Figure 1. Clock distribution.
Scale bar: 20 µm.
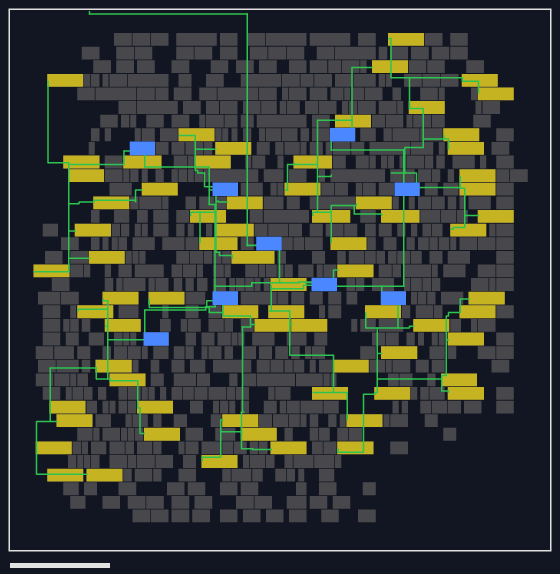
Figure 2. Wires at chosen ports, followed through buffers.
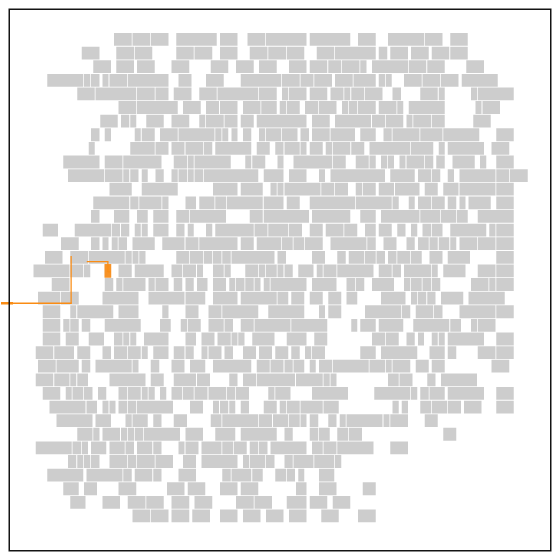
Figure 3. Logic cells by family.
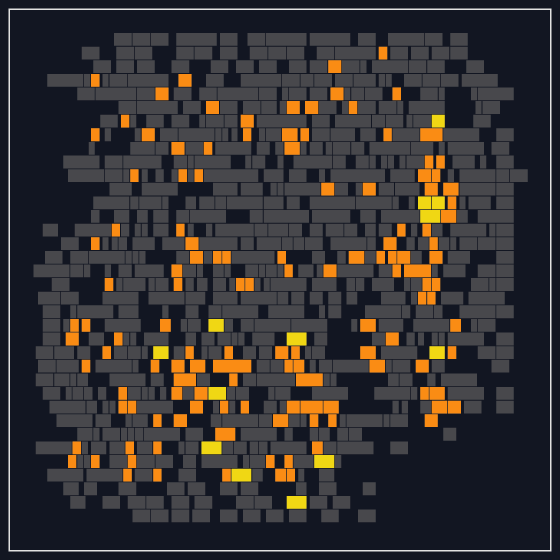
Figure 4. Clock nets.
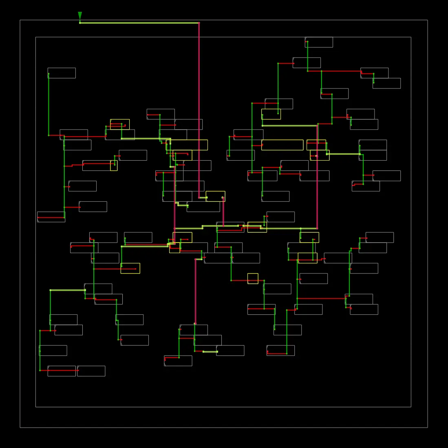
<file path="src/rtl/cclut_lut_writer_pkg.sv">
// Shared sizing, state encoding and pattern-word field helpers for the CCLUT
// pattern tables and their writer/lookup logic.
package cclut_lut_writer_pkg;

  localparam int MXADRB = 11;  // table address bits
  localparam int MXDATB = 9;   // table data bits
  localparam int NTBL   = 5;   // number of pattern tables
  localparam int RD_LAT = 1;   // clocks from lut_re to valid lut_rdata
  localparam int RDCNTB = 4;   // read-latency counter width

  localparam int BEND_LSB = 0;
  localparam int BEND_W   = 5;
  localparam int OFFS_LSB = 5;
  localparam int OFFS_W   = 4;

  typedef enum logic [2:0] {
    ST_IDLE,
    ST_WRITE,
    ST_RDWAIT,
    ST_CLEAR,
    ST_FIN
  } state_t;

  function automatic logic [BEND_W-1:0] lut_bend(input logic [MXDATB-1:0] d);
    return d[BEND_LSB +: BEND_W];
  endfunction

  function automatic logic [OFFS_W-1:0] lut_offs(input logic [MXDATB-1:0] d);
    return d[OFFS_LSB +: OFFS_W];
  endfunction

  function automatic logic pid_valid(input logic [2:0] pid);
    return pid < 3'(NTBL);
  endfunction

endpackage

</file>
<file path="src/rtl/cclut_lut_writer_ptr_ctr.sv">
// Table address pointer: load, auto-increment and sticky wrap flag.
module cclut_ptr_ctr
  import cclut_lut_writer_pkg::*;
(
  input  logic              clock,
  input  logic              reset_n,
  input  logic              clr,
  input  logic              load,
  input  logic [MXADRB-1:0] load_val,
  input  logic              inc,
  output logic [MXADRB-1:0] ptr,
  output logic              wrap
);

  always_ff @(posedge clock) begin
    if (!reset_n) begin
      ptr  <= '0;
      wrap <= 1'b0;
    end else if (clr) begin
      ptr  <= '0;
      wrap <= 1'b0;
    end else if (load) begin
      ptr <= load_val;
    end else if (inc) begin
      ptr <= ptr + 1'b1;
      if (ptr == '1) wrap <= 1'b1;
    end
  end

endmodule

</file>
<file path="src/rtl/cclut_lut_writer.sv">
// Write/readback/clear port for the CCLUT pattern tables; serialises
// config-register accesses onto the table port and keeps a write checksum.
module cclut_lut_writer
  import cclut_lut_writer_pkg::*;
(
  input  logic                   clock,
  input  logic                   reset_n,
  input  logic [2:0]             cfg_pid,
  input  logic                   cfg_adr_ld,
  input  logic [MXADRB-1:0]      cfg_adr,
  input  logic                   cfg_autoinc,
  input  logic                   cfg_wr_stb,
  input  logic [MXDATB-1:0]      cfg_wr_data,
  input  logic                   cfg_rd_stb,
  output logic [MXDATB-1:0]      cfg_rd_data,
  output logic                   cfg_rd_valid,
  input  logic                   clear_req,
  output logic                   busy,
  output logic                   done,
  output logic                   err,
  output logic [MXADRB-1:0]      ptr,
  output logic                   wrap,
  output logic [15:0]            cksum,
  output logic [NTBL-1:0]        lut_we,
  output logic [MXADRB-1:0]      lut_adr,
  output logic [MXDATB-1:0]      lut_wdata,
  output logic                   lut_re,
  input  logic [NTBL*MXDATB-1:0] lut_rdata
);

  state_t              state, state_nx;
  logic [2:0]          pid_q;
  logic                pid_ok_q;
  logic                op_rd_q;
  logic                autoinc_q;
  logic [RDCNTB-1:0]   rd_cnt;
  logic [MXDATB-1:0]   rd_slice;

  logic                idle, any_stb, pid_ok;
  logic                start_clr, start_wr, start_rd, acc_adr;
  logic                clr_last, rd_cap, err_set, ptr_inc;
  logic [MXADRB-1:0]   acc_ptr;

  assign idle      = (state == ST_IDLE);
  assign any_stb   = cfg_wr_stb | cfg_rd_stb | clear_req | cfg_adr_ld;
  assign pid_ok    = pid_valid(cfg_pid);
  assign start_clr = idle & clear_req;
  assign start_wr  = idle & ~clear_req & cfg_wr_stb;
  assign start_rd  = idle & ~clear_req & ~cfg_wr_stb & cfg_rd_stb;
  assign acc_adr   = idle & ~clear_req & cfg_adr_ld;
  // A same-cycle pointer load redirects the access that starts with it.
  assign acc_ptr   = acc_adr ? cfg_adr : ptr;
  assign clr_last  = (lut_adr == '1);
  assign rd_cap    = (state == ST_RDWAIT) && (rd_cnt == RDCNTB'(RD_LAT));
  assign ptr_inc   = (state == ST_FIN) & autoinc_q;
  assign err_set   = (~idle & any_stb)
                   | ((start_wr | start_rd) & ~pid_ok)
                   | (start_wr & cfg_rd_stb);

  cclut_ptr_ctr u_ptr_ctr (
    .clock    (clock),
    .reset_n  (reset_n),
    .clr      (start_clr),
    .load     (acc_adr),
    .load_val (cfg_adr),
    .inc      (ptr_inc),
    .ptr      (ptr),
    .wrap     (wrap)
  );

  always_ff @(posedge clock) begin
    if (!reset_n) state <= ST_IDLE;
    else          state <= state_nx;
  end

  always_comb begin
    state_nx     = state;
    busy         = ~idle;
    done         = 1'b0;
    cfg_rd_valid = 1'b0;
    lut_we       = '0;
    lut_re       = 1'b0;
    case (state)
      ST_IDLE: begin
        if (start_clr)     state_nx = ST_CLEAR;
        else if (start_wr) state_nx = ST_WRITE;
        else if (start_rd) state_nx = ST_RDWAIT;
      end
      ST_WRITE: begin
        for (int unsigned k = 0; k < NTBL; k++)
          lut_we[k] = pid_ok_q && (pid_q == 3'(k));
        state_nx = ST_FIN;
      end
      ST_RDWAIT: begin
        lut_re = pid_ok_q && (rd_cnt == '0);
        if (rd_cap) state_nx = ST_FIN;
      end
      ST_CLEAR: begin
        lut_we = '1;
        if (clr_last) state_nx = ST_FIN;
      end
      ST_FIN: begin
        done         = 1'b1;
        cfg_rd_valid = op_rd_q & pid_ok_q;
        state_nx     = ST_IDLE;
      end
      default: state_nx = ST_IDLE;
    endcase
  end

  always_comb begin
    rd_slice = '0;
    for (int unsigned k = 0; k < NTBL; k++)
      if (pid_q == 3'(k)) rd_slice = lut_rdata[k*MXDATB +: MXDATB];
  end

  always_ff @(posedge clock) begin
    if (!reset_n) begin
      pid_q       <= '0;
      pid_ok_q    <= 1'b0;
      op_rd_q     <= 1'b0;
      autoinc_q   <= 1'b0;
      rd_cnt      <= '0;
      cfg_rd_data <= '0;
      cksum       <= '0;
      lut_adr     <= '0;
      lut_wdata   <= '0;
      err         <= 1'b0;
    end else begin
      if (start_clr) begin
        lut_adr   <= '0;
        lut_wdata <= '0;
        cksum     <= '0;
        pid_ok_q  <= 1'b0;
        op_rd_q   <= 1'b0;
        autoinc_q <= 1'b0;
      end else if (start_wr | start_rd) begin
        pid_q     <= cfg_pid;
        pid_ok_q  <= pid_ok;
        op_rd_q   <= start_rd;
        autoinc_q <= cfg_autoinc;
        lut_adr   <= acc_ptr;
        rd_cnt    <= '0;
        if (start_wr) lut_wdata <= cfg_wr_data;
      end

      if (state == ST_CLEAR && !clr_last) lut_adr <= lut_adr + 1'b1;

      if (state == ST_RDWAIT) begin
        rd_cnt <= rd_cnt + 1'b1;
        if (rd_cap && pid_ok_q) cfg_rd_data <= rd_slice;
      end

      if (state == ST_WRITE && pid_ok_q) cksum <= cksum + 16'(lut_wdata);

      if (start_clr)    err <= 1'b0;
      else if (err_set) err <= 1'b1;
    end
  end

endmodule

</file>
<file path="config.mk">
export PLATFORM = sky130hd
export DESIGN_NAME = cclut_lut_writer
export DESIGN_NICKNAME = d
export VERILOG_FILES = /design/src/rtl/cclut_lut_writer_pkg.sv /design/src/rtl/cclut_lut_writer_ptr_ctr.sv /design/src/rtl/cclut_lut_writer.sv
export SDC_FILE = /design/constraint.sdc
export NUM_CORES = 1
export LEC_CHECK = 0
export CORE_MARGIN = 4
export CORE_UTILIZATION = 42
export CTS_CLUSTER_SIZE = 28
export DETAILED_ROUTE_END_ITERATION = 10
export PLACE_DENSITY = 0.76
export SLEW_MARGIN = 10
export SYNTH_ARGS = -nofsm -noshare
export SYNTH_HDL_FRONTEND = slang
export SYNTH_SLANG_ARGS = --single-unit
</file>
<file path="constraint.sdc">
create_clock -name clock -period 2 [get_ports clock]
set_input_delay 0.4 -clock clock [delete_from_list [all_inputs] [get_ports clock]]
set_output_delay 0.4 -clock clock [all_outputs]
set_load 0.005 [all_outputs]
</file>
==> Slide: Implementation Results <==
Physical Implementation Snapshot

Synthesis
  • Seq share, synth: 33.9%
  • Post-Synthesis Cell Area: 4190 µm²
  • Mux cell area share: 9.23%
  • Yosys cell count: 503
  • Xor/xnor share: 3.14%

Final layout
  • N_diodes: 0
  • Ratio of cells with drive above 1 in the final layout: 19.1%

Final timing
  • Worst hold slack: 0.454 ns
  • Final-report setup violation count: 0
  • Final worst-path cycle share: 97.6%
  • Post-route minimum period: 1.95 ns

GRT
  • Vias in the first global route: 4334
  • Initial antenna violation count: 0

Setup path
  • Worst r2r path cells: 7
  • Worst setup SP type: flop
  • WP data arrival: 2.23 ns

Power and ir drop
  • Leakage power: 2.53 nW
  • VDD IR max: 620 µV

Die
  • Floorplan Utilization: 43.1%
  • Die ar.: 11600 µm²
  • Die height: 108 µm
  • Num rows: 36

Clocking
  • H-tree depth: 3
  • CTS clock-pin slew for the worst setup and hold paths: 0.08 ns
  • TritonCTS clock tree: built

Outcome
  • Status: finished clean

Drt
  • Routed vias/inst: 5.61
  • Routed Antenna Nets: 0
About Figure 1:
[blue] clock drivers | count: 9
[green] clock wires | length: 915 µm
[yellow] flip-flops | count: 71
routed clock nets: 10
clock power share: 21.1%
clk ins delay skew pair: 0.35 ns
clock skew: 0.00962 ns
power in the clock group: 1.33 mW

About Figure 2:
[orange] `cfg_autoinc` | bits: 1 | direction: input | end cells: 1 | buffers: 1 | wire: 27.7 µm
Buffers on Ports: 141
Ports: 142

About Figure 3:
[orange] aoi and oai cells | cells: 129
[yellow] non-inverting ao/oa cells | cells: 13
fraction of area in multi-input gates: 41.3%
Post-Layout Cell Count: 829
most used logic cell in the final layout: clkdlybuf4s50_1

About Figure 4:
number of buffers created by CTS: 9
Flops: 71
clkbuf count: 11

## path summary, 6_finish.rpt
| kind | start | end | slack [ns] |
|---|---|---|---|
| max | lut_wdata[1] | cksum[10] | 0.05 |
| min | autoinc_q | autoinc_q | 0.45 |
| max reg2reg | lut_wdata[1] | cksum[10] | 0.05 |
| min reg2reg | autoinc_q | autoinc_q | 0.45 |
## flip-flops by register name, summed over array words and instances (netlist names), 3 cells and up
| name | cells |
|---|---|
| state | 3 |
| cfg_rd_data | 9 |
| rd_cnt | 4 |
| pid_q | 3 |
| lut_adr | 11 |
| lut_wdata | 9 |
| u_ptr_ctr.ptr | 11 |
| cksum | 16 |
## layer usage
metal | vias to the layer above | GRT usage (%) | share of wire, %
met4 | 0 | 7.75 | 2.6
li1 | 2231 | - | -
met5 | - | 0 | 0
met1 | 2235 | 29.2 | 42
met3 | 30 | 4.26 | 4.8
met2 | 154 | 38.8 | 51
## cell type report
cell class                      instances  share of cell area [%]
Inverter                               15                   0.866
Sequential cell                        71                    22.0
Tap cell                              133                    2.56
Multi-Input combinational cell        387                    41.3
Clock inverter                          5                    1.23
Clock buffer                           11                    2.33
Timing Repair Buffer                  207                    29.6
## timing repair
item	in CTS	in global routing
hold buffers	0	0
resized	27	19
setup buffers	4	4
setup endpoints to repair	11	18
pin swaps	7	7
## synth_stat cells, types with 10 or more instances
library cell	instances	area, µm²
a21oi_1	46	230
a22oi_1	12	90.1
clkbuf_1	20	75.1
dfxtp_1	71	1420
ha_1	14	175
inv_1	12	45.0
mux2i_1	15	150
nand2_1	48	180
nand3_1	16	80.1
nand4_1	10	62.6
nor2_1	64	240
o21ai_0	26	130
## power breakdown
group / switching (mW) / total [mW] / internal [mW]
clock: 0.557 / 1.33 / 0.768
sequential: 0.249 / 1.91 / 1.66
combinational: 1.45 / 3.03 / 1.58
total: 2.26 / 6.27 / 4.02
## kinds of logic (layout without fill, tap and decap cells)
group / count (synthesis) / in the layout
flip-flops: 71 / 71
AND/OR/NAND/NOR: 188 / 188
buffers and inverters: 45 / 238
AND-OR/OR-AND: 142 / 142
XOR/XNOR: 15 / 15
multiplexers: 27 / 27
adder cells (fa/ha/maj): 15 / 15
## metrics by stage
stage               cells  util, %  total power [mW]  TNS, ns  setup WS [ns]
global placement      805     62.6              4.71   -0.855         -0.112
finish                829     66.8              6.27        0         0.0473
global route          829     66.8              6.64   -0.116        -0.0409
floorplan             503        -              3.41        0        0.00330
CTS                   825     65.9              6.20   -0.248         -0.248
detailed placement    805     62.6              4.79    -1.42         -0.168
## placed cells by master, fill, tap and decap left out, types with 15 or more instances in the layout
cell             count
nand2_1             48
dfxtp_1             64
buf_4               63
o21ai_0             25
nand3_1             16
mux2i_1             15
nor2_1              62
a21oi_1             46
clkdlybuf4s50_1    132
## critical path, cell delays in order, from the launching register on
cell and delay [ns]:
dfxtp_1 0.41, inv_1 0.09, fa_2 0.38, nor2b_2 0.15
o2111a_1 0.24, o211ai_1 0.17, a211o_1 0.31, o22ai_1 0.13
Power and IR drop assume default switching activity.
